## src/rtl/feature_mem_pkg.sv

```systemverilog
`default_nettype none
// ============================================================================
// Package     : feature_mem_pkg
// Description : Shared definitions for the feature-memory write path and the
//               read-side address sweeper: the state encoding and the default
//               data and address widths.
// Revision    : 1.0 - initial release
// ----------------------------------------------------------------------------
// Contents    : STATE_SIZE, DEFAULT_DATA_WIDTH, DEFAULT_ADDR_WIDTH, state_t
// ============================================================================
package feature_mem_pkg;

  localparam int STATE_SIZE         = 2;
  localparam int DEFAULT_DATA_WIDTH = 8;
  localparam int DEFAULT_ADDR_WIDTH = 12;

  typedef enum logic [STATE_SIZE-1:0] {
    IDLE  = 2'd0,
    WRITE = 2'd1,
    DONE  = 2'd2
  } state_t;

endpackage : feature_mem_pkg
`default_nettype wire

```

## src/rtl/feature_mem_writer_if.sv

```systemverilog
`default_nettype none
// ============================================================================
// Interface   : feature_mem_writer_if
// Description : Host-side load stream, control and memory write-port bundle
//               for feature_mem_writer.
// Revision    : 1.0 - initial release
// ----------------------------------------------------------------------------
// Modports    : master - loader side (drives i_*, observes o_*)
//               slave  - writer side (observes i_*, drives o_*)
// Signals     : i_start, i_abort, i_last_addr, i_data, i_valid,
//               o_ready, o_wr_en, o_wr_address, o_wr_data, o_busy, o_done,
//               o_checksum (only with FEATURE_MEM_WRITER_CHECKSUM_EN)
// Macro       : FEATURE_MEM_WRITER_CHECKSUM_EN adds o_checksum
// ============================================================================
interface feature_mem_writer_if #(
  parameter int DATA_WIDTH = feature_mem_pkg::DEFAULT_DATA_WIDTH,
  parameter int ADDR_WIDTH = feature_mem_pkg::DEFAULT_ADDR_WIDTH
);

  logic                  i_start;
  logic                  i_abort;
  logic [ADDR_WIDTH-1:0] i_last_addr;
  logic [DATA_WIDTH-1:0] i_data;
  logic                  i_valid;
  logic                  o_ready;
  logic                  o_wr_en;
  logic [ADDR_WIDTH-1:0] o_wr_address;
  logic [DATA_WIDTH-1:0] o_wr_data;
  logic                  o_busy;
  logic                  o_done;
`ifdef FEATURE_MEM_WRITER_CHECKSUM_EN
  logic [DATA_WIDTH-1:0] o_checksum;

  modport master (
    output i_start, i_abort, i_last_addr, i_data, i_valid,
    input  o_ready, o_wr_en, o_wr_address, o_wr_data, o_busy, o_done,
           o_checksum
  );

  modport slave (
    input  i_start, i_abort, i_last_addr, i_data, i_valid,
    output o_ready, o_wr_en, o_wr_address, o_wr_data, o_busy, o_done,
           o_checksum
  );
`else
  modport master (
    output i_start, i_abort, i_last_addr, i_data, i_valid,
    input  o_ready, o_wr_en, o_wr_address, o_wr_data, o_busy, o_done
  );

  modport slave (
    input  i_start, i_abort, i_last_addr, i_data, i_valid,
    output o_ready, o_wr_en, o_wr_address, o_wr_data, o_busy, o_done
  );
`endif

endinterface : feature_mem_writer_if
`default_nettype wire

```

## src/rtl/feature_mem_addr_ctr.sv

```systemverilog
`default_nettype none
// ============================================================================
// Module      : feature_mem_addr_ctr
// Description : Address counter with an equality flag against a terminal
//               address. Shared by the write and read sides of the feature
//               memory.
// Revision    : 1.0 - initial release
// ----------------------------------------------------------------------------
// Ports       : clk     - system clock
//               reset   - asynchronous active-low reset
//               clear   - synchronous clear to address 0 (priority)
//               enable  - advance by one (held once addr equals last)
//               last    - terminal address
//               addr    - current address
//               at_last - addr == last
// ============================================================================
module feature_mem_addr_ctr
  import feature_mem_pkg::*;
#(
  parameter int ADDR_WIDTH = DEFAULT_ADDR_WIDTH
) (
  input  logic                  clk,
  input  logic                  reset,
  input  logic                  clear,
  input  logic                  enable,
  input  logic [ADDR_WIDTH-1:0] last,
  output logic [ADDR_WIDTH-1:0] addr,
  output logic                  at_last
);

  localparam logic [ADDR_WIDTH-1:0] C_ONE = {{(ADDR_WIDTH-1){1'b0}}, 1'b1};

  logic [ADDR_WIDTH-1:0] r_addr;
  logic                  w_at_last;

  assign w_at_last = (r_addr == last);

  // Holding at the terminal address means an all-ones terminal never wraps.
  always_ff @(posedge clk or negedge reset) begin
    if (!reset) begin
      r_addr <= '0;
    end else if (clear) begin
      r_addr <= '0;
    end else if (enable && !w_at_last) begin
      r_addr <= r_addr + C_ONE;
    end
  end

  assign addr    = r_addr;
  assign at_last = w_at_last;

endmodule : feature_mem_addr_ctr
`default_nettype wire

```

## src/rtl/feature_mem_writer.sv

```systemverilog
`default_nettype none
// ============================================================================
// Module      : feature_mem_writer
// Description : Accepts a valid/ready word stream and writes it to addresses
//               0..last of the feature memory, then pulses o_done so the
//               read-side sweep can start.
// Revision    : 1.0 - initial release
// ----------------------------------------------------------------------------
// Ports       : clk   - system clock
//               reset - asynchronous active-low reset
//               bus   - feature_mem_writer_if.slave:
//                 i_start/i_abort/i_last_addr   load control
//                 i_data/i_valid/o_ready        input stream
//                 o_wr_en/o_wr_address/o_wr_data memory write port
//                 o_busy/o_done                 status
//                 o_checksum                    running sum (optional)
// Macro       : FEATURE_MEM_WRITER_CHECKSUM_EN enables o_checksum
// ============================================================================
module feature_mem_writer
  import feature_mem_pkg::*;
#(
  parameter int DATA_WIDTH = DEFAULT_DATA_WIDTH,
  parameter int ADDR_WIDTH = DEFAULT_ADDR_WIDTH
) (
  input  logic                 clk,
  input  logic                 reset,
  feature_mem_writer_if.slave  bus
);

  state_t                r_state;
  state_t                w_state_next;
  logic [ADDR_WIDTH-1:0] r_last;
  logic [ADDR_WIDTH-1:0] w_addr;
  logic                  w_at_last;
  logic                  w_ready;
  logic                  w_start_ok;
  logic                  w_ctr_clear;
  logic                  w_write;
  logic                  r_wr_en;
  logic [ADDR_WIDTH-1:0] r_wr_address;
  logic [DATA_WIDTH-1:0] r_wr_data;

  // --------------------------------------------------------------------------
  // State register
  // --------------------------------------------------------------------------
  always_ff @(posedge clk or negedge reset) begin
    if (!reset) begin
      r_state <= IDLE;
    end else begin
      r_state <= w_state_next;
    end
  end

  // --------------------------------------------------------------------------
  // Next state and control strobes
  // --------------------------------------------------------------------------
  always_comb begin
    w_state_next = r_state;
    w_ready      = 1'b0;
    w_start_ok   = 1'b0;
    w_ctr_clear  = 1'b0;
    w_write      = 1'b0;
    case (r_state)
      IDLE: begin
        // Abort is meaningless here, so a coincident start simply wins.
        if (bus.i_start) begin
          w_start_ok   = 1'b1;
          w_ctr_clear  = 1'b1;
          w_state_next = WRITE;
        end
      end
      WRITE: begin
        w_ready = 1'b1;
        // Abort takes precedence over a same-cycle accept: that word is dropped.
        if (bus.i_abort) begin
          w_ctr_clear  = 1'b1;
          w_state_next = IDLE;
        end else if (bus.i_valid) begin
          w_write = 1'b1;
          if (w_at_last) begin
            w_state_next = DONE;
          end
        end
      end
      DONE: begin
        w_ctr_clear  = 1'b1;
        w_state_next = IDLE;
      end
      default: begin
        w_ctr_clear  = 1'b1;
        w_state_next = IDLE;
      end
    endcase
  end

  // --------------------------------------------------------------------------
  // Address counter
  // --------------------------------------------------------------------------
  feature_mem_addr_ctr #(
    .ADDR_WIDTH (ADDR_WIDTH)
  ) u_addr_ctr (
    .clk     (clk),
    .reset   (reset),
    .clear   (w_ctr_clear),
    .enable  (w_write),
    .last    (r_last),
    .addr    (w_addr),
    .at_last (w_at_last)
  );

  // --------------------------------------------------------------------------
  // Latched terminal address and registered write port
  // --------------------------------------------------------------------------
  always_ff @(posedge clk or negedge reset) begin
    if (!reset) begin
      r_last       <= '0;
      r_wr_en      <= 1'b0;
      r_wr_address <= '0;
      r_wr_data    <= '0;
    end else begin
      if (w_start_ok) begin
        r_last <= bus.i_last_addr;
      end
      r_wr_en <= w_write;
      if (w_write) begin
        r_wr_address <= w_addr;
        r_wr_data    <= bus.i_data;
      end
    end
  end

`ifdef FEATURE_MEM_WRITER_CHECKSUM_EN
  logic [DATA_WIDTH-1:0] r_checksum;

  // Advances on the same edge that raises o_wr_en, so it is final with o_done.
  always_ff @(posedge clk or negedge reset) begin
    if (!reset) begin
      r_checksum <= '0;
    end else if (w_start_ok) begin
      r_checksum <= '0;
    end else if (w_write) begin
      r_checksum <= r_checksum + bus.i_data;
    end
  end

  assign bus.o_checksum = r_checksum;
`endif

  // --------------------------------------------------------------------------
  // Outputs
  // --------------------------------------------------------------------------
  // DONE is entered on the final accept, so o_done lines up with its write.
  assign bus.o_ready      = w_ready;
  assign bus.o_wr_en      = r_wr_en;
  assign bus.o_wr_address = r_wr_address;
  assign bus.o_wr_data    = r_wr_data;
  assign bus.o_busy       = (r_state != IDLE);
  assign bus.o_done       = (r_state == DONE);

endmodule : feature_mem_writer
`default_nettype wire
```

## src/flat_wrapper.sv

```systemverilog
// flat-port wrapper written by rule: the top's interface ports become plain ports
module feature_mem_writer_flat import feature_mem_pkg::*;
#(
  parameter int DATA_WIDTH = DEFAULT_DATA_WIDTH,
  parameter int ADDR_WIDTH = DEFAULT_ADDR_WIDTH
)
  (clk, reset, bus_i_start, bus_i_abort, bus_i_last_addr, bus_i_data, bus_i_valid, bus_o_ready, bus_o_wr_en, bus_o_wr_address, bus_o_wr_data, bus_o_busy, bus_o_done);
  feature_mem_writer_if #(.DATA_WIDTH(DATA_WIDTH), .ADDR_WIDTH(ADDR_WIDTH)) bus_i ();
  input  logic clk;
  input  logic reset;
  input wire logic [$bits(bus_i.i_start)-1:0] bus_i_start;
  input wire logic [$bits(bus_i.i_abort)-1:0] bus_i_abort;
  input wire logic [$bits(bus_i.i_last_addr)-1:0] bus_i_last_addr;
  input wire logic [$bits(bus_i.i_data)-1:0] bus_i_data;
  input wire logic [$bits(bus_i.i_valid)-1:0] bus_i_valid;
  output wire logic [$bits(bus_i.o_ready)-1:0] bus_o_ready;
  output wire logic [$bits(bus_i.o_wr_en)-1:0] bus_o_wr_en;
  output wire logic [$bits(bus_i.o_wr_address)-1:0] bus_o_wr_address;
  output wire logic [$bits(bus_i.o_wr_data)-1:0] bus_o_wr_data;
  output wire logic [$bits(bus_i.o_busy)-1:0] bus_o_busy;
  output wire logic [$bits(bus_i.o_done)-1:0] bus_o_done;
  assign bus_i.i_start = bus_i_start;
  assign bus_i.i_abort = bus_i_abort;
  assign bus_i.i_last_addr = bus_i_last_addr;
  assign bus_i.i_data = bus_i_data;
  assign bus_i.i_valid = bus_i_valid;
  assign bus_o_ready = bus_i.o_ready;
  assign bus_o_wr_en = bus_i.o_wr_en;
  assign bus_o_wr_address = bus_i.o_wr_address;
  assign bus_o_wr_data = bus_i.o_wr_data;
  assign bus_o_busy = bus_i.o_busy;
  assign bus_o_done = bus_i.o_done;
  feature_mem_writer #(.DATA_WIDTH(DATA_WIDTH), .ADDR_WIDTH(ADDR_WIDTH)) u_core (.clk(clk), .reset(reset), .bus(bus_i));
endmodule
```

## config.mk

```make
export PLATFORM = sky130hd
export DESIGN_NAME = feature_mem_writer_flat
export DESIGN_NICKNAME = d
export VERILOG_FILES = /design/src/rtl/feature_mem_pkg.sv /design/src/rtl/feature_mem_writer_if.sv /design/src/rtl/feature_mem_addr_ctr.sv /design/src/rtl/feature_mem_writer.sv /design/src/flat_wrapper.sv
export SDC_FILE = /design/constraint.sdc
export NUM_CORES = 1
export LEC_CHECK = 0
export ABC_CLOCK_PERIOD_IN_PS = 1610
export CAP_MARGIN = 20
export CORE_ASPECT_RATIO = 1.5
export CORE_MARGIN = 5
export CORE_UTILIZATION = 45
export CTS_CLUSTER_DIAMETER = 30
export CTS_CLUSTER_SIZE = 16
export DETAILED_ROUTE_END_ITERATION = 12
export PLACE_DENSITY_LB_ADDON = 0.1
export SLEW_MARGIN = 20
export SYNTH_ARGS = -nofsm -noshare
export SYNTH_HDL_FRONTEND = slang
export SYNTH_HIERARCHICAL = 1
export SYNTH_SLANG_ARGS = --single-unit
```

## constraint.sdc

```tcl
create_clock -name clk -period 1.61 [get_ports clk]
set_input_delay 0.483 -clock clk [delete_from_list [all_inputs] [get_ports clk]]
set_output_delay 0.483 -clock clk [all_outputs]
set_load 0.03 [all_outputs]
```

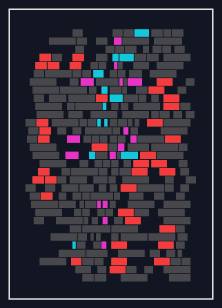
Figure 1: selected gate families.
Drawn at 3 px/um.
- cyan: NOR gates (cells 12; most used nor2_1)
- magenta: NAND gates (cells 15; most used nand3_1)
- red: multiplexers (cells 35; most used mux2_4; where all over the die)

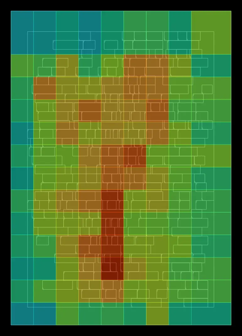
Figure 2: routing congestion.
fin util: 0.695
met2 global-route usage: 0.326

==> impl_metrics.tcl <==
# metrics dict for downstream scripts
set metrics [dict create \
    fp_util 0.462 \
    seq_share 0.353 \
    ys_types 38 \
    ys_cells 164 \
    p_leak_nw 1.52 \
    yosys_warnings 6 \
    worst_slew_pin_slew_ns 0.326 \
    regArea_um2 1180 \
    diodes 0 \
    synth_seq_share 0.529 \
    cellPowerDensity_nw_per_um2 909 \
    design_area_um2 3340 \
    crit_buf_inv 1 \
    seq_cells 47 \
    fmax_mhz 557 \
    post_cts_resized 52 \
    worstSetupEndpoint "u_core/u_addr_ctr/addr[11]$_DFFE_PN0P_" \
    num_vias 1638 \
    clkCellAreaFrac 0.0296 \
    crit_chain "nor2b_4, and3b_2, o31ai_4, buf_4, nor4_2, mux2_1" \
    pwr-share-clk 0.246 \
    top_cell "dfrtp_1" \
    hold_path_class "in2async" \
    arrival_ns 1.98 \
    nWellTaps 66 \
    end_kind "flip-flop" \
    start_kind "flip-flop" \
    grt_pass1_vias 1737 \
    violations "negative setup slack" \
    fp.dieW_um 67.4 \
    internal_power_mw 2.14 \
    cts_buffers 5 \
    cap_violations 0 \
    core_area_um2 4810 \
    pg_comb_mw 0.871 \
    worstRegToRegCells 6 \
    buffer_area_frac 0.255 \
    area_leaders "dfrtp_1 53%, mux2_4 12%, mux2_2 7.1%" \
    clk_pin_slew_ns 0.09 \
    crit_path_max_fanout 3 \
    syn_area_per_cell_um2 13.5 \
    power-top-group "registers" \
    area_growth_pct 50.3 \
    cp-startpoint "u_core/r_state[1]$_DFFE_PN0P_" \
    rows 31 \
    reg2reg_from "u_core/r_state[1]$_DFFE_PN0P_" \
    drive_gt1_frac 0.475 \
    cpMaxStageDelayCell "dfrtp_2" \
    clk_path_buf_depth 2 \
    postCtsHoldBufs 0 \
    synthArstFlopShare 1.00 \
    die-height_um 96.1 \
    synthesis.area_um2 2220 \
    compound_area_frac 0.0546 \
    ys_area_um2 2220 \
    htree_levels 2 \
    ff_type "dfrtp_1" \
    syn_nets 190 \
    dp_slack_ns -0.603 \
    xor_area_frac 0.0512 \
    signal_buffers 91 \
    report.final.slew_viol_count 0 \
    rsz0062_at_grt "true" \
    nets 282 \
    cts_tree "done" \
    hold_violations 0 \
    rr_endpoint "u_core/u_addr_ctr/addr[11]$_DFFE_PN0P_" \
    wl_per_cell_um 16.7 \
    setup_viol 29 \
    grt_overflow 0 \
    cp_top_family "simple AND/OR/NAND/NOR gates" \
    drc 0 \
    layout_top_cell "dfrtp_1" \
    insertion_delay_ns 0.30 \
    biggestCellCategory "registers" \
    track_usage 0.176 \
    yosys.area.top_type_share 0.529 \
    gp_congestion 0.824 \
    top_logic_kind "multiplexers" \
    timing.reg2reg.setup_slack_ns -0.19 \
    cp.depth 6 \
    status "finished with violations" \
    syn_inst 164 \
    yosys.area_share.simple 0.116 \
    netlist_top_cells_count "47 x dfrtp_1, 18 x mux2_4, 14 x mux2_2" \
    antenna_left 0 \
    dr.pass1.iters 6 \
    worst_slack_ns -0.185 \
    drt_iter0_markers 61 \
    avgViaCountPerCell 5.07 \
    grt_max_degree 48 \
    port_buffers 48 \
    power.switching_mw 0.902 \
    fa_ha_area_frac 0.00563 \
    finalCriticalPeriod_ns 1.80 \
    max_stage_delay_ns 0.45 \
]
==> logic make-up (layout without fill, tap and decap cells) <==
group,Yosys count,after routing
adder cells (fa/ha/maj),1,1
XOR/XNOR,13,13
AND-OR/OR-AND,19,19
AND/OR/NAND/NOR,40,40
flip-flops,47,47
multiplexers,35,35
buffers and inverters,9,102
==> per-stage QoR <==
stage / hold WS [ns] / instances / power (mW)
floorplan: 0.187 / 164 / 1.94
global placement: 0.481 / 304 / 2.25
detailed placement: 0.491 / 304 / 2.28
CTS: 0.161 / 319 / 3.03
global route: 0.172 / 323 / 3.19
finish: 0.152 / 323 / 3.04
==> metal layers <==
metal  track usage  routed length [um]
met3        0.0374                 245
met2         0.326                3020
met4        0.0626                  77
met5             0                   0
met1         0.193                2070
Power figures rest on the tool's default switching activity, not on a simulated workload.
